[config.mk]
export PLATFORM = sky130hd
export DESIGN_NAME = tqvp_prism_bridge_flat
export DESIGN_NICKNAME = d
export VERILOG_FILES = /design/src/rtl/tqvp_prism_pkg.sv /design/src/rtl/tqvp_prism_bridge_if.sv /design/src/rtl/prism_sync_fifo.sv /design/src/rtl/tqvp_prism_bridge.sv /design/src/flat_wrapper.sv
export SDC_FILE = /design/constraint.sdc
export NUM_CORES = 1
export LEC_CHECK = 0
export ABC_AREA = 1
export CELL_PAD_IN_SITES_DETAIL_PLACEMENT = 2
export CELL_PAD_IN_SITES_GLOBAL_PLACEMENT = 2
export CORE_ASPECT_RATIO = 0.75
export CORE_MARGIN = 2
export CORE_UTILIZATION = 29
export DETAILED_ROUTE_END_ITERATION = 16
export GPL_TIMING_DRIVEN = 0
export PLACE_DENSITY_LB_ADDON = 0.1
export REMOVE_ABC_BUFFERS = 1
export SLEW_MARGIN = 30
export SYNTH_ARGS = -nofsm -noshare
export SYNTH_HDL_FRONTEND = slang
export SYNTH_SLANG_ARGS = --single-unit
[constraint.sdc]
create_clock -name clk -period 2.6 [get_ports clk]
set_clock_uncertainty 0.05 [all_clocks]
set_input_delay 0.52 -clock clk [delete_from_list [all_inputs] [get_ports clk]]
set_output_delay 0.52 -clock clk [all_outputs]
set_load 0.02 [all_outputs]
[src/rtl/tqvp_prism_pkg.sv]
// Shared register offsets and bit positions for the PRISM bridge.
// Imported by the bridge top and visible to anything that decodes its map.
package tqvp_prism_pkg;

  localparam logic [5:0] ADDR_CTRL       = 6'h00;
  localparam logic [5:0] ADDR_STATUS     = 6'h04;
  localparam logic [5:0] ADDR_INT_STATUS = 6'h08;
  localparam logic [5:0] ADDR_INT_MASK   = 6'h0C;
  localparam logic [5:0] ADDR_TX_DATA    = 6'h10;
  localparam logic [5:0] ADDR_RX_DATA    = 6'h14;
  localparam logic [5:0] ADDR_EXTRA_IN   = 6'h18;
  localparam logic [5:0] ADDR_RX_THRESH  = 6'h1C;

  localparam int INT_W        = 4;
  localparam int INT_HALT     = 0;
  localparam int INT_RX_LVL   = 1;
  localparam int INT_TX_DRAIN = 2;
  localparam int INT_TX_DROP  = 3;

  localparam int CTRL_ENABLE    = 0;
  localparam int CTRL_ENG_RESET = 1;
  localparam int CTRL_RX_FLUSH  = 2;
  localparam int CTRL_TX_FLUSH  = 3;

  localparam int ST_RX_COUNT_LSB = 8;
  localparam int ST_HALT         = 16;
  localparam int ST_TX_FULL      = 17;
  localparam int ST_RX_EMPTY     = 18;

  localparam logic [4:0] RX_THRESH_RST = 5'd1;

endpackage

[src/rtl/tqvp_prism_bridge_if.sv]
// TinyQV peripheral bus bundle: the CPU side drives the master modport,
// the bridge sits on the slave modport.
interface tqvp_prism_bridge_if;
  logic [5:0]  address;
  logic [31:0] data_in;
  logic [1:0]  data_write_n;
  logic [1:0]  data_read_n;
  logic [31:0] data_out;
  logic        data_ready;

  modport master (
    output address, data_in, data_write_n, data_read_n,
    input  data_out, data_ready
  );

  modport slave (
    input  address, data_in, data_write_n, data_read_n,
    output data_out, data_ready
  );
endinterface

[src/rtl/prism_sync_fifo.sv]
// Single-clock FIFO with count output; flush clears pointers and count and
// overrides any push or pop issued in the same cycle.
module prism_sync_fifo #(
  parameter int DATA_W = 8,
  parameter int DEPTH  = 4,
  localparam int AW    = (DEPTH > 1) ? $clog2(DEPTH) : 1,
  localparam int CW    = AW + 1
) (
  input  logic              clk,
  input  logic              rst,
  input  logic              push,
  input  logic [DATA_W-1:0] push_data,
  input  logic              pop,
  input  logic              flush,
  output logic [DATA_W-1:0] head,
  output logic [CW-1:0]     count,
  output logic [CW-1:0]     count_nxt,
  output logic              full,
  output logic              empty
);

  logic [DATA_W-1:0] r_mem [DEPTH];
  logic [AW-1:0]     r_wr_ptr;
  logic [AW-1:0]     r_rd_ptr;
  logic [CW-1:0]     r_count;
  logic              w_do_push;
  logic              w_do_pop;

  assign full  = (r_count == CW'(DEPTH));
  assign empty = (r_count == '0);
  assign count = r_count;
  assign head  = r_mem[r_rd_ptr];

  // A push into a full FIFO is dropped even when a pop frees a slot this cycle.
  always_comb begin
    w_do_push = push && !full;
    w_do_pop  = pop && !empty;
    count_nxt = r_count;
    if (flush)
      count_nxt = '0;
    else if (w_do_push && !w_do_pop)
      count_nxt = r_count + CW'(1);
    else if (w_do_pop && !w_do_push)
      count_nxt = r_count - CW'(1);
  end

  always_ff @(posedge clk) begin
    if (rst || flush) begin
      r_wr_ptr <= '0;
      r_rd_ptr <= '0;
      r_count  <= '0;
    end else begin
      if (w_do_push) r_wr_ptr <= r_wr_ptr + AW'(1);
      if (w_do_pop)  r_rd_ptr <= r_rd_ptr + AW'(1);
      r_count <= count_nxt;
    end
  end

  always_ff @(posedge clk) begin
    if (w_do_push && !flush && !rst)
      r_mem[r_wr_ptr] <= push_data;
  end

endmodule

[src/rtl/tqvp_prism_bridge.sv]
// TinyQV peripheral wrapper for a PRISM engine: control/status registers,
// TX/RX FIFOs, extra-input field and masked sticky interrupt sources.
module tqvp_prism_bridge
  import tqvp_prism_pkg::*;
#(
  parameter int DATA_W  = 8,
  parameter int DEPTH   = 4,
  parameter int EXTRA_W = 9
) (
  input  logic                 clk,
  input  logic                 rst,
  input  logic [7:0]           ui_in,
  output logic [7:0]           uo_out,
  tqvp_prism_bridge_if.slave   bus,
  output logic                 user_interrupt,
  output logic                 eng_reset,
  output logic                 eng_enable,
  output logic [7+EXTRA_W-1:0] eng_in_data,
  input  logic [6:0]           eng_out_data,
  input  logic                 eng_halt,
  output logic                 eng_tx_valid,
  output logic [DATA_W-1:0]    eng_tx_data,
  input  logic                 eng_tx_ready,
  input  logic                 eng_rx_valid,
  input  logic [DATA_W-1:0]    eng_rx_data,
  output logic                 eng_rx_ready
);

  localparam int AW = (DEPTH > 1) ? $clog2(DEPTH) : 1;
  localparam int CW = AW + 1;
  localparam int EW = (EXTRA_W > 0) ? EXTRA_W : 1;

  logic             r_enable;
  logic             r_eng_reset;
  logic [INT_W-1:0] r_int;
  logic [INT_W-1:0] r_mask;
  logic [EW-1:0]    r_extra;
  logic [4:0]       r_thresh;
  logic             r_halt_q;
  logic             r_irq;

  logic w_wr, w_rd;
  logic w_wr_ctrl, w_tx_flush, w_rx_flush, w_tx_push, w_rx_pop;
  logic [INT_W-1:0] w_set;
  logic [INT_W-1:0] w_w1c;
  logic [31:0]      w_rdata;

  logic [DATA_W-1:0] w_rx_head;
  logic [CW-1:0]     w_tx_count, w_tx_count_nxt, w_rx_count, w_rx_count_nxt;
  logic              w_tx_full, w_tx_empty, w_rx_full, w_rx_empty;
  logic              w_unused;

  assign w_wr       = (bus.data_write_n == 2'b10);
  assign w_rd       = (bus.data_read_n != 2'b11);
  assign w_wr_ctrl  = w_wr && (bus.address == ADDR_CTRL);
  assign w_tx_flush = w_wr_ctrl && bus.data_in[CTRL_TX_FLUSH];
  assign w_rx_flush = w_wr_ctrl && bus.data_in[CTRL_RX_FLUSH];
  assign w_tx_push  = w_wr && (bus.address == ADDR_TX_DATA);
  assign w_rx_pop   = w_rd && (bus.address == ADDR_RX_DATA);
  assign w_w1c      = (w_wr && (bus.address == ADDR_INT_STATUS)) ? bus.data_in[INT_W-1:0] : '0;

  prism_sync_fifo #(.DATA_W(DATA_W), .DEPTH(DEPTH)) u_tx_fifo (
    .clk       (clk),
    .rst       (rst),
    .push      (w_tx_push),
    .push_data (bus.data_in[DATA_W-1:0]),
    .pop       (eng_tx_ready),
    .flush     (w_tx_flush),
    .head      (eng_tx_data),
    .count     (w_tx_count),
    .count_nxt (w_tx_count_nxt),
    .full      (w_tx_full),
    .empty     (w_tx_empty)
  );

  prism_sync_fifo #(.DATA_W(DATA_W), .DEPTH(DEPTH)) u_rx_fifo (
    .clk       (clk),
    .rst       (rst),
    .push      (eng_rx_valid),
    .push_data (eng_rx_data),
    .pop       (w_rx_pop),
    .flush     (w_rx_flush),
    .head      (w_rx_head),
    .count     (w_rx_count),
    .count_nxt (w_rx_count_nxt),
    .full      (w_rx_full),
    .empty     (w_rx_empty)
  );

  // Level and drain events look at the count the FIFO is about to take, so
  // the sticky bit lands on the same edge as the count change.
  always_comb begin
    w_set               = '0;
    w_set[INT_HALT]     = eng_halt && !r_halt_q;
    w_set[INT_RX_LVL]   = (5'(w_rx_count) < r_thresh) && (5'(w_rx_count_nxt) >= r_thresh);
    w_set[INT_TX_DRAIN] = (w_tx_count == CW'(1)) && (w_tx_count_nxt == '0) && !w_tx_flush;
    w_set[INT_TX_DROP]  = w_tx_push && w_tx_full;
  end

  always_ff @(posedge clk) begin
    if (rst) begin
      r_enable    <= 1'b0;
      r_eng_reset <= 1'b0;
      r_int       <= '0;
      r_mask      <= '0;
      r_extra     <= '0;
      r_thresh    <= RX_THRESH_RST;
      r_halt_q    <= 1'b0;
      r_irq       <= 1'b0;
    end else begin
      if (w_wr_ctrl) begin
        r_enable    <= bus.data_in[CTRL_ENABLE];
        r_eng_reset <= bus.data_in[CTRL_ENG_RESET];
      end
      if (w_wr && (bus.address == ADDR_INT_MASK))
        r_mask <= bus.data_in[INT_W-1:0];
      if (w_wr && (bus.address == ADDR_EXTRA_IN) && (EXTRA_W > 0))
        r_extra <= bus.data_in[EW-1:0];
      if (w_wr && (bus.address == ADDR_RX_THRESH))
        r_thresh <= bus.data_in[4:0];
      r_int    <= (r_int & ~w_w1c) | w_set;
      r_halt_q <= eng_halt;
      r_irq    <= |(r_int & r_mask);
    end
  end

  always_comb begin
    w_rdata = '0;
    case (bus.address)
      ADDR_CTRL: begin
        w_rdata[CTRL_ENABLE]    = r_enable;
        w_rdata[CTRL_ENG_RESET] = r_eng_reset;
      end
      ADDR_STATUS: begin
        w_rdata[4:0]                           = 5'(w_tx_count);
        w_rdata[ST_RX_COUNT_LSB+4:ST_RX_COUNT_LSB] = 5'(w_rx_count);
        w_rdata[ST_HALT]                       = eng_halt;
        w_rdata[ST_TX_FULL]                    = w_tx_full;
        w_rdata[ST_RX_EMPTY]                   = w_rx_empty;
      end
      ADDR_INT_STATUS: w_rdata[INT_W-1:0] = r_int;
      ADDR_INT_MASK:   w_rdata[INT_W-1:0] = r_mask;
      ADDR_RX_DATA:    if (!w_rx_empty) w_rdata[DATA_W-1:0] = w_rx_head;
      ADDR_EXTRA_IN:   w_rdata[EW-1:0] = r_extra;
      ADDR_RX_THRESH:  w_rdata[4:0] = r_thresh;
      default:         w_rdata = '0;
    endcase
  end

  assign bus.data_out   = w_rdata;
  assign bus.data_ready = 1'b1;

  generate
    if (EXTRA_W > 0) begin : g_extra
      assign eng_in_data = {r_extra, ui_in[6:0]};
    end else begin : g_no_extra
      assign eng_in_data = ui_in[6:0];
    end
  endgenerate

  assign uo_out         = {eng_out_data, 1'b0};
  assign user_interrupt = r_irq;
  assign eng_reset      = r_eng_reset;
  assign eng_enable     = r_enable;
  assign eng_tx_valid   = !w_tx_empty;
  assign eng_rx_ready   = !w_rx_full;
  assign w_unused       = ^{bus.data_in, ui_in[7], r_extra, w_rx_full};

endmodule

[src/flat_wrapper.sv]
// flat-port wrapper written by rule: the top's interface ports become plain ports
module tqvp_prism_bridge_flat import tqvp_prism_pkg::*;
#(
  parameter int DATA_W  = 8,
  parameter int DEPTH   = 4,
  parameter int EXTRA_W = 9
)
  (clk, rst, ui_in, uo_out, user_interrupt, eng_reset, eng_enable, eng_in_data, eng_out_data, eng_halt, eng_tx_valid, eng_tx_data, eng_tx_ready, eng_rx_valid, eng_rx_data, eng_rx_ready, bus_address, bus_data_in, bus_data_write_n, bus_data_read_n, bus_data_out, bus_data_ready);
  tqvp_prism_bridge_if bus_i ();
  input  logic clk;
  input  logic rst;
  input  logic [7:0] ui_in;
  output logic [7:0] uo_out;
  output logic user_interrupt;
  output logic eng_reset;
  output logic eng_enable;
  output logic [7+EXTRA_W-1:0] eng_in_data;
  input  logic [6:0] eng_out_data;
  input  logic eng_halt;
  output logic eng_tx_valid;
  output logic [DATA_W-1:0] eng_tx_data;
  input  logic eng_tx_ready;
  input  logic eng_rx_valid;
  input  logic [DATA_W-1:0] eng_rx_data;
  output logic eng_rx_ready;
  input wire logic [$bits(bus_i.address)-1:0] bus_address;
  input wire logic [$bits(bus_i.data_in)-1:0] bus_data_in;
  input wire logic [$bits(bus_i.data_write_n)-1:0] bus_data_write_n;
  input wire logic [$bits(bus_i.data_read_n)-1:0] bus_data_read_n;
  output wire logic [$bits(bus_i.data_out)-1:0] bus_data_out;
  output wire logic [$bits(bus_i.data_ready)-1:0] bus_data_ready;
  assign bus_i.address = bus_address;
  assign bus_i.data_in = bus_data_in;
  assign bus_i.data_write_n = bus_data_write_n;
  assign bus_i.data_read_n = bus_data_read_n;
  assign bus_data_out = bus_i.data_out;
  assign bus_data_ready = bus_i.data_ready;
  tqvp_prism_bridge #(.DATA_W(DATA_W), .DEPTH(DEPTH), .EXTRA_W(EXTRA_W)) u_core (.clk(clk), .rst(rst), .ui_in(ui_in), .uo_out(uo_out), .bus(bus_i), .user_interrupt(user_interrupt), .eng_reset(eng_reset), .eng_enable(eng_enable), .eng_in_data(eng_in_data), .eng_out_data(eng_out_data), .eng_halt(eng_halt), .eng_tx_valid(eng_tx_valid), .eng_tx_data(eng_tx_data), .eng_tx_ready(eng_tx_ready), .eng_rx_valid(eng_rx_valid), .eng_rx_data(eng_rx_data), .eng_rx_ready(eng_rx_ready));
endmodule
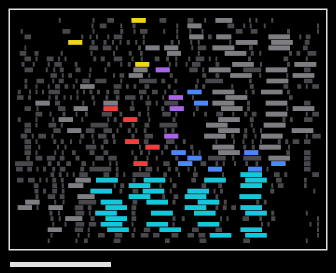
Figure 1: register map, names as in the netlist.
The bar under the picture is 50 um long. Other sequential cells in the stronger grey, the rest of the logic in the fainter grey.
[`u_core.r_extra`] blue | flops: 9
[`u_core.u_rx_fifo.r_mem`] cyan | flops: 32
[`u_core.u_tx_fifo.count`] yellow | flops: 3
[`u_core.r_thresh`] red | flops: 5 | where: centre
[`u_core.r_mask`] purple | flops: 4 | where: centre

==> reports/qor.csv <==
stage;metric;value;unit
drt;met3 routed WL;634;um
logic_synthesis;EDFF count, synth;64;
drt;Vias/cell;4.72;
worst_setup_path;CP required;2.76;ns
grt;initial antenna violation count;0;
grt;first-pass GRT wire length;23500;um
logic_synthesis;cell with the most instances after synthesis;nor2_1;
logic_synthesis;Mapped Cells;539;
final_layout;fin util;38.1;%
sta;period utilisation layout;98.6;%
power;clock network power share;32.3;%
die;Tap Count;215;
logic_synthesis;Synth Seq Share;55.8;%
sta;Slew HR;58.8;%
die;Die Span X;156;um
power;LEAKAGE;2.58;nW
clock_network;Worst-path clk slew;0.07;ns
logic_synthesis;Adder Area Share;4.98;%
logic_synthesis;Top non-seq family;simple AND/OR/NAND/NOR gates;
drt;DR top layer;met4;
drt;met1 WL;7220;um
sta;max frequency;390;MHz
hold_path;Hold Path Class;reg -> reg;
final_layout;Area Overhead vs Synth;28.1;%
hold_path;hold depth;2;
logic_synthesis;# Cells Yosys;539;
drt;drt wl/cell;17.9;um
power;Net Sw Frac;30.3;%
final_layout;FILL cells;1857;
sta;fin crit period;2.56;ns
hold_path;hold endpoint;u_core.r_int[1];
power;Flop+latch power;0.00198;W
final_layout;clk tree area frac;4.82;%
logic_synthesis;YS warnings;0;
outcome;status;complete, no violations;
grt;met1 global-route usage;22.8;%
final_layout;Signal buffers;95;
drt;met2 routed WL;7030;um
power;clk pwr;0.00142;W
sta;setup violators final;0;
logic_synthesis;Seq cells post-synth;108;
logic_synthesis;yosys stat chip area;5030;um2
final_layout;share of post-route cells with drive strength above 1;18.4;%
logic_synthesis;leading area contributor after synthesis;edfxtp_1;
worst_setup_path;critical path capture point type;register;
worst_setup_path;CP cell instances;clkdlybuf4s15_1, nor2_4, nand2_2, nor2_4, buf_6, nand2_4, nand2_2, nand2_2, xor2_1, or2_1, ha_1, inv_1, nand2_1, a21oi_2, nor2_1, o211ai_1, a21oi_1;
die;row cnt;41;
power;combinational share of power;22.7;%
logic_synthesis;Cell Type Count;34;
clock_network;H-tree depth;3;
worst_setup_path;Startpoint Class;input pin;
logic_synthesis;Synth top area share;38.2;%
final_layout;largest class;flip-flops and latches;
logic_synthesis;Synth Cell Area;5030;um2
sta;final hold violation count;0;
final_layout;Seq area share;43.8;%
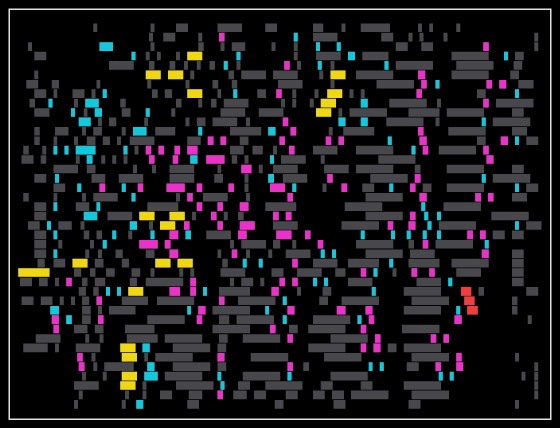
Figure 2: logic cells by family.
[inverting AOI/OAI gates] magenta | cells: 111
[AND-OR and OR-AND gates] red | cells: 3
[NOR gates] cyan | cells: 101 | where: widely spread
[adder and majority cells] yellow | cells: 20
fraction of area in multi-input gates: 29.8%
Post-Layout Cell Count: 840
most frequent logic cell in the layout: nor2_1

-- worst max-delay path: cells and delay by family --
| family | cells | cell delay [ns] |
|---|---|---|
| fa+ha+maj | 1 | 0.27 |
| buf+inv | 3 | 0.44 |
| xor+xnor | 1 | 0.16 |
| compound gates | 3 | 0.43 |
| simple gates | 9 | 0.91 |
-- through the flow --
step           std cells  setup WS [ns]  total power, W
6_report             840         0.0354         0.00440
5_1_grt              840         -0.111         0.00466
4_1_cts              833        -0.0162         0.00442
3_5_place_dp         796         -0.988         0.00291
3_3_place_gp         796         -0.909         0.00287
2_1_floorplan        514         0.0471         0.00251
-- sequential cells by signal (all words and copies together) (netlist names), 2 cells and up, named ones only --
register                   cells
u_core.u_rx_fifo.r_wr_ptr      2
u_core.r_mask                  4
u_core.u_rx_fifo.r_rd_ptr      2
u_core.r_int                   4
u_core.u_tx_fifo.count         3
u_core.u_tx_fifo.r_mem        32
u_core.u_rx_fifo.count         3
u_core.u_rx_fifo.r_mem        32
u_core.u_tx_fifo.r_wr_ptr      2
u_core.r_thresh                5
u_core.r_extra                 9
u_core.u_tx_fifo.r_rd_ptr      2
-- placed cells by master, fill, tap and decap left out, types with 5 or more instances in the layout --
cell type	synthesis	final
nor2_4	1	5
nand2_1	60	53
nand3_1	20	19
dfxtp_1	44	38
ha_1	20	19
nand2_2	3	6
inv_1	60	48
clkbuf_2	0	6
buf_4	35	26
nor2_2	3	11
nor2_1	90	78
conb_1	2	20
clkdlybuf4s50_1	0	47
o22ai_1	16	16
o21ai_0	58	58
clkbuf_16	0	9
a21oi_1	23	22
inv_2	1	7
edfxtp_1	64	64
dlymetal6s2s_1	0	5
-- timing repair --
item,4_1_cts,5_1_grt
gates resized,92,36
setup endpoints to repair,87,62
endpoints found under the hold margin,0,0
pin swaps,15,13
buffers inserted,21,7
Power and IR drop assume default switching activity.
